Figure 1. Routing congestion.
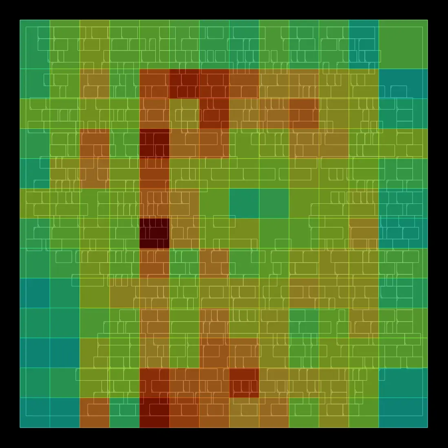
Figure 2. Cell density map.
Scale bar: 20 um. 9 x 9 tiles, from black (low) to pale yellow (high), 0 to 100% covered.
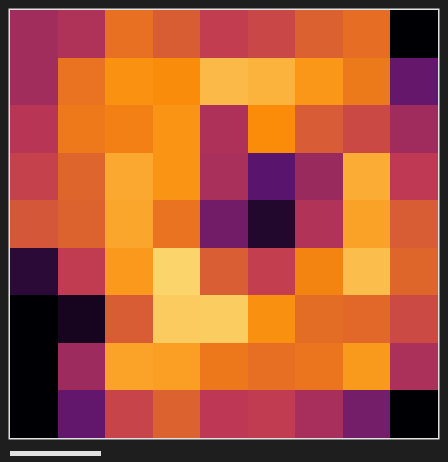
Figure 3. M2 wires.
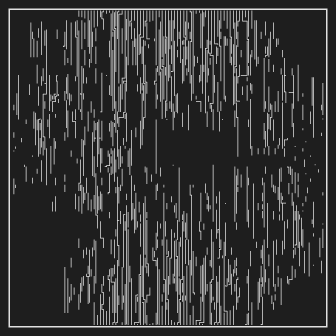
Figure 4. Signal metal coverage by tile.
Scale bar: 20 um. 19 x 19 tiles, from black (low) to pale yellow (high), scaled to the fullest tile. Values are wire area over tile area, all layers added.
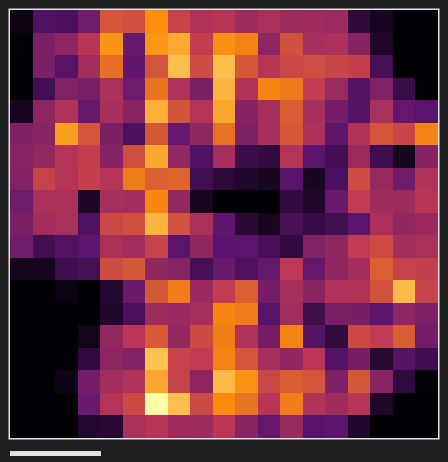
<file path="src/rtl/apb_master_bridge.sv">
// rtl/apb_master_bridge.sv - valid/ready command stream to APB3 master bridge, one transfer in flight
module apb_master_bridge #(
    parameter int ADDR_W  = 8,
    parameter int DATA_W  = 32,
    parameter int TIMEOUT = 16
) (
    input  logic              pclk,
    input  logic              rst_n,
    input  logic              cmd_valid,
    output logic              cmd_ready,
    input  logic              cmd_write,
    input  logic [ADDR_W-1:0] cmd_addr,
    input  logic [DATA_W-1:0] cmd_wdata,
    output logic              rsp_valid,
    input  logic              rsp_ready,
    output logic [DATA_W-1:0] rsp_rdata,
    output logic              rsp_err,
    output logic [ADDR_W-1:0] paddr,
    output logic              psel,
    output logic              penable,
    output logic              pwrite,
    output logic [DATA_W-1:0] pwdata,
    input  logic              pready,
    input  logic [DATA_W-1:0] prdata
);

    localparam int CNT_W = (TIMEOUT > 0) ? $clog2(TIMEOUT + 1) : 1;
    localparam int LIMIT = (TIMEOUT > 0) ? TIMEOUT - 1 : 0;

    typedef enum logic [1:0] {
        IDLE   = 2'd0,
        SETUP  = 2'd1,
        ACCESS = 2'd2,
        RESP   = 2'd3
    } state_t;

    state_t              state_q, state_d;
    logic [CNT_W-1:0]    cnt_q, cnt_d;
    logic                cmd_ready_q;
    logic [ADDR_W-1:0]   paddr_q, paddr_d;
    logic                pwrite_q, pwrite_d;
    logic [DATA_W-1:0]   pwdata_q, pwdata_d;
    logic [DATA_W-1:0]   rdata_q, rdata_d;
    logic                err_q, err_d;

    always_comb begin
        state_d  = state_q;
        cnt_d    = '0;
        paddr_d  = paddr_q;
        pwrite_d = pwrite_q;
        pwdata_d = pwdata_q;
        rdata_d  = rdata_q;
        err_d    = err_q;
        case (state_q)
            IDLE: begin
                if (cmd_valid && cmd_ready_q) begin
                    paddr_d  = cmd_addr;
                    pwrite_d = cmd_write;
                    pwdata_d = cmd_write ? cmd_wdata : '0;
                    state_d  = SETUP;
                end
            end
            SETUP: state_d = ACCESS;
            ACCESS: begin
                // pready takes priority over a timeout hitting on the same edge
                if (pready) begin
                    rdata_d = pwrite_q ? '0 : prdata;
                    err_d   = 1'b0;
                    state_d = RESP;
                end else if ((TIMEOUT != 0) && (cnt_q == CNT_W'(LIMIT))) begin
                    rdata_d = '0;
                    err_d   = 1'b1;
                    state_d = RESP;
                end else if (TIMEOUT != 0) begin
                    cnt_d = cnt_q + 1'b1;
                end
            end
            RESP: begin
                if (rsp_ready) state_d = IDLE;
            end
            default: state_d = IDLE;
        endcase
    end

    always_ff @(posedge pclk) begin
        if (!rst_n) begin
            state_q     <= IDLE;
            cnt_q       <= '0;
            cmd_ready_q <= 1'b0;
            paddr_q     <= '0;
            pwrite_q    <= 1'b0;
            pwdata_q    <= '0;
            rdata_q     <= '0;
            err_q       <= 1'b0;
        end else begin
            state_q     <= state_d;
            cnt_q       <= cnt_d;
            cmd_ready_q <= (state_d == IDLE);
            paddr_q     <= paddr_d;
            pwrite_q    <= pwrite_d;
            pwdata_q    <= pwdata_d;
            rdata_q     <= rdata_d;
            err_q       <= err_d;
        end
    end

    assign cmd_ready = cmd_ready_q;
    assign psel      = (state_q == SETUP) || (state_q == ACCESS);
    assign penable   = (state_q == ACCESS);
    assign rsp_valid = (state_q == RESP);
    assign rsp_rdata = rdata_q;
    assign rsp_err   = err_q;
    assign paddr     = paddr_q;
    assign pwrite    = pwrite_q;
    assign pwdata    = pwdata_q;

endmodule

</file>
<file path="config.mk">
export PLATFORM = sky130hd
export DESIGN_NAME = apb_master_bridge
export DESIGN_NICKNAME = d
export VERILOG_FILES = /design/src/rtl/apb_master_bridge.sv
export SDC_FILE = /design/constraint.sdc
export NUM_CORES = 1
export LEC_CHECK = 0
export ABC_AREA = 1
export CAP_MARGIN = 20
export CORE_MARGIN = 1
export CORE_UTILIZATION = 40
export CTS_BUF_LIST = sky130_fd_sc_hd__clkbuf_8
export DETAILED_ROUTE_END_ITERATION = 6
export PLACE_DENSITY = 0.78
export SLEW_MARGIN = 20
export SYNTH_ARGS = -nofsm -noshare
export SYNTH_HDL_FRONTEND = slang
export SYNTH_SLANG_ARGS = --single-unit
</file>
<file path="constraint.sdc">
create_clock -name pclk -period 2.5 [get_ports pclk]
set_input_delay 0.375 -clock pclk [delete_from_list [all_inputs] [get_ports pclk]]
set_output_delay 0.375 -clock pclk [all_outputs]
set_load 0.02 [all_outputs]
</file>
==> results.py <==
# Metrics from the implementation run
metrics = {
    "run": {
        "timing.max_cap.violations": 0,
    },
    "yosys": {
        "xor_area_frac": 0,
        "top_cell_area_share": 0.484,
        "portion_of_the_post_synthesis_area_used_by_sequential_elements": 0.484,
        "synth_cells": 386,
        "chip_area_from_the_yosys_synthesis_statistics_um2": 3390,
        "flops_latches_synth": 82,
        "fa_ha_area_frac": 0.0258,
        "yosys.area_share.simple": 0.253,
        "synth.cellmix.compoundShare": 0.154,
        "synth_warnings": 0,
        "synth.comb.largest_family": "simple AND/OR/NAND/NOR gates",
        "synthesis.nets": 471,
    },
    "critical_path": {
        "ff2ff_setup_slack_ns": 0.52,
        "timing.critical_path.slowest_stage_cell": "sky130_fd_sc_hd__clkdlybuf4s50_1",
        "setup.worst_path.end_class": "output pin",
        "timing.critical_path.arrival_ns": 1.76,
        "crit_path_max_fanout": 4,
        "worstReg2RegStart": "cnt_q[0]$_SDFF_PP0_",
        "crit_required_ns": 2.12,
    },
    "timing": {
        "max_freq_mhz": 469,
        "drv_slew": 0,
        "layout_min_cycle_time_ns": 2.13,
        "final-hold-violation-count": 0,
        "hold_ws_ns": 0.452,
    },
    "global_routing": {
        "first_pass_grt_wire_length_um": 14000,
    },
    "clocking": {
        "cts_setup_buffers": 0,
        "clk_latency_late_pin_ns": 0.35,
        "clock_tree.buffer_depth": 2,
        "clk_pin_slew_worst_paths_ns": 0.08,
        "cts_tree": "yes",
    },
    "floorplan": {
        "die.size.x_um": 94.1,
        "row_count": 33,
        "die_area_um2": 8850,
        "num_io_pins": 156,
    },
    "drt": {
        "antenna_left": 0,
        "drc": 0,
        "vias_per_cell": 4.76,
    },
    "pwr": {
        "total_leakage_power_uw": 0.00170,
        "totalPowerFinal_uw": 2770,
    },
    "outcome": {
        "run_status": "finished clean",
    },
    "placement": {
        "global_placer_s_final_weighted_congestion": 0.730,
        "portBuffers": 155,
        "preCtsSetupSlack_ns": 0.455,
    },
    "finish": {
        "n_fill_cell": 724,
        "syn_to_final_growth_pct": 50.2,
    },
    "hold_path": {
        "hold_path_depth": 1,
        "worstHoldStart": "cnt_q[0]$_SDFF_PP0_",
    },
}
Notes on Figure 1 above:
met3 layer usage reported by global route: 0.0372
met1 global-route usage: 0.254
overall fraction of global-route tracks in use: 0.202
met2 track demand over resource in global routing: 0.332
most congested layer reported by global routing: met2

Notes on Figure 2 above:
tiles over 75% full = 25%
nearly empty tiles = 6.2%
emptiest ninth of the die = lower left
fullest tile = 91%
core area: 8220 um2
Starting Density: 0.413
Core Util, Final: 0.620

Notes on Figure 3 above:
wire length on this layer = 4410 um
longest straight run = 35.4 um
nets with wire on the layer = 504
Total Routed Length: 8770 um
total vias in the final route: 3035

Notes on Figure 4 above:
mean over tiles = 0.16
fullest tile = 0.42
tiles over half the peak = 27%
emptiest ninth of the die = lower left
nearly empty tiles = 11%
Routed WL per cell: 13.8 um

## flip-flops by register name, summed over array words and instances, names as in the netlist
register / cells
pwdata: 32
pwrite: 1
rsp_rdata: 32
cmd_ready: 1
cnt_q: 5
rsp_err: 1
state_q: 2
paddr: 8
## layer usage
metal	vias to the layer above	part of all wire	GRT usage
met2	78	0.50	0.332
met3	19	0.035	0.0372
met5	-	0	0
met4	0	0.027	0.101
met1	1402	0.44	0.254
li1	1536	-	-
## per-stage QoR
stage | std cells | cell area (um2)
after CTS | 638 | 5090
after global placement | 623 | 4880
after floorplan | 386 | 3390
after global routing | 638 | 5090
final | 638 | 5090
after detailed placement | 623 | 4880
## Yosys cell counts (all sizes together)
library cell	instances
nand2	119
dfxtp	82
a21oi	77
nand3	41
buf	25
inv	16
nor2	10
ha	7
o21ai	5
nor3	2
clkbuf	1
clkinv	1
## logic make-up after synthesis
kind of cell	after synthesis
and+or+nand+nor	172
DFF	82
AOI/OAI and AO/OA	82
adders and majority gates	7
buffers and inverters	43
## area by class of cell
class,count,area [um2],share of cell area
sequential,82,1640,0.322
timing repair buffer,158,1570,0.309
multi-input combinational,261,1470,0.288
tap,105,131,0.0258
clock buffer,9,124,0.0243
inverter,17,70.1,0.0138
clock inverter,6,83.8,0.0165
## worst register-to-register path, delay by kind of cell, from the launching register on
family	cells	cell delay, ns
AND/OR/NAND/NOR	4	0.57
buffers and inverters	3	0.49
flip-flops	1	0.36
adder cells (fa/ha/maj)	2	0.35
AND-OR/OR-AND	1	0.15
## worst max path at each step
stage,slack [ns],cells after the start,endpoint,start
2_1_floorplan,1.03,11,rsp_rdata[10]$_SDFFE_PN0P_,cnt_q[0]$_SDFF_PP0_
3_3_place_gp,0.50,6,pwdata[15]$_SDFFE_PN0P_,cmd_valid
3_5_place_dp,0.45,6,pwdata[19]$_SDFFE_PN0P_,cmd_valid
4_1_cts,0.34,3,penable,state_q[0]$_SDFF_PN0_
5_1_grt,0.27,10,rsp_rdata[0]$_SDFFE_PN0P_,cnt_q[0]$_SDFF_PP0_
6_report,0.37,3,penable,state_q[0]$_SDFF_PN0_
## power breakdown
part / switching, uW / internal [uW]
Combinational: 195 / 197
Sequential: 18.2 / 1340
Clock: 469 / 552
Total: 682 / 2090
## cells in the final DEF (no fill, tap or decap), drive strengths merged
cell	count
a21oi	77
buf	3
bufinv	2
clkbuf	9
clkdlybuf4s50	155
clkinv	2
clkinvlp	2
dfxtp	82
ha	7
inv	17
nand2	119
nand3	41
nor2	10
nor3	2
o21ai	5
Power is estimated from default activity; no workload was simulated.
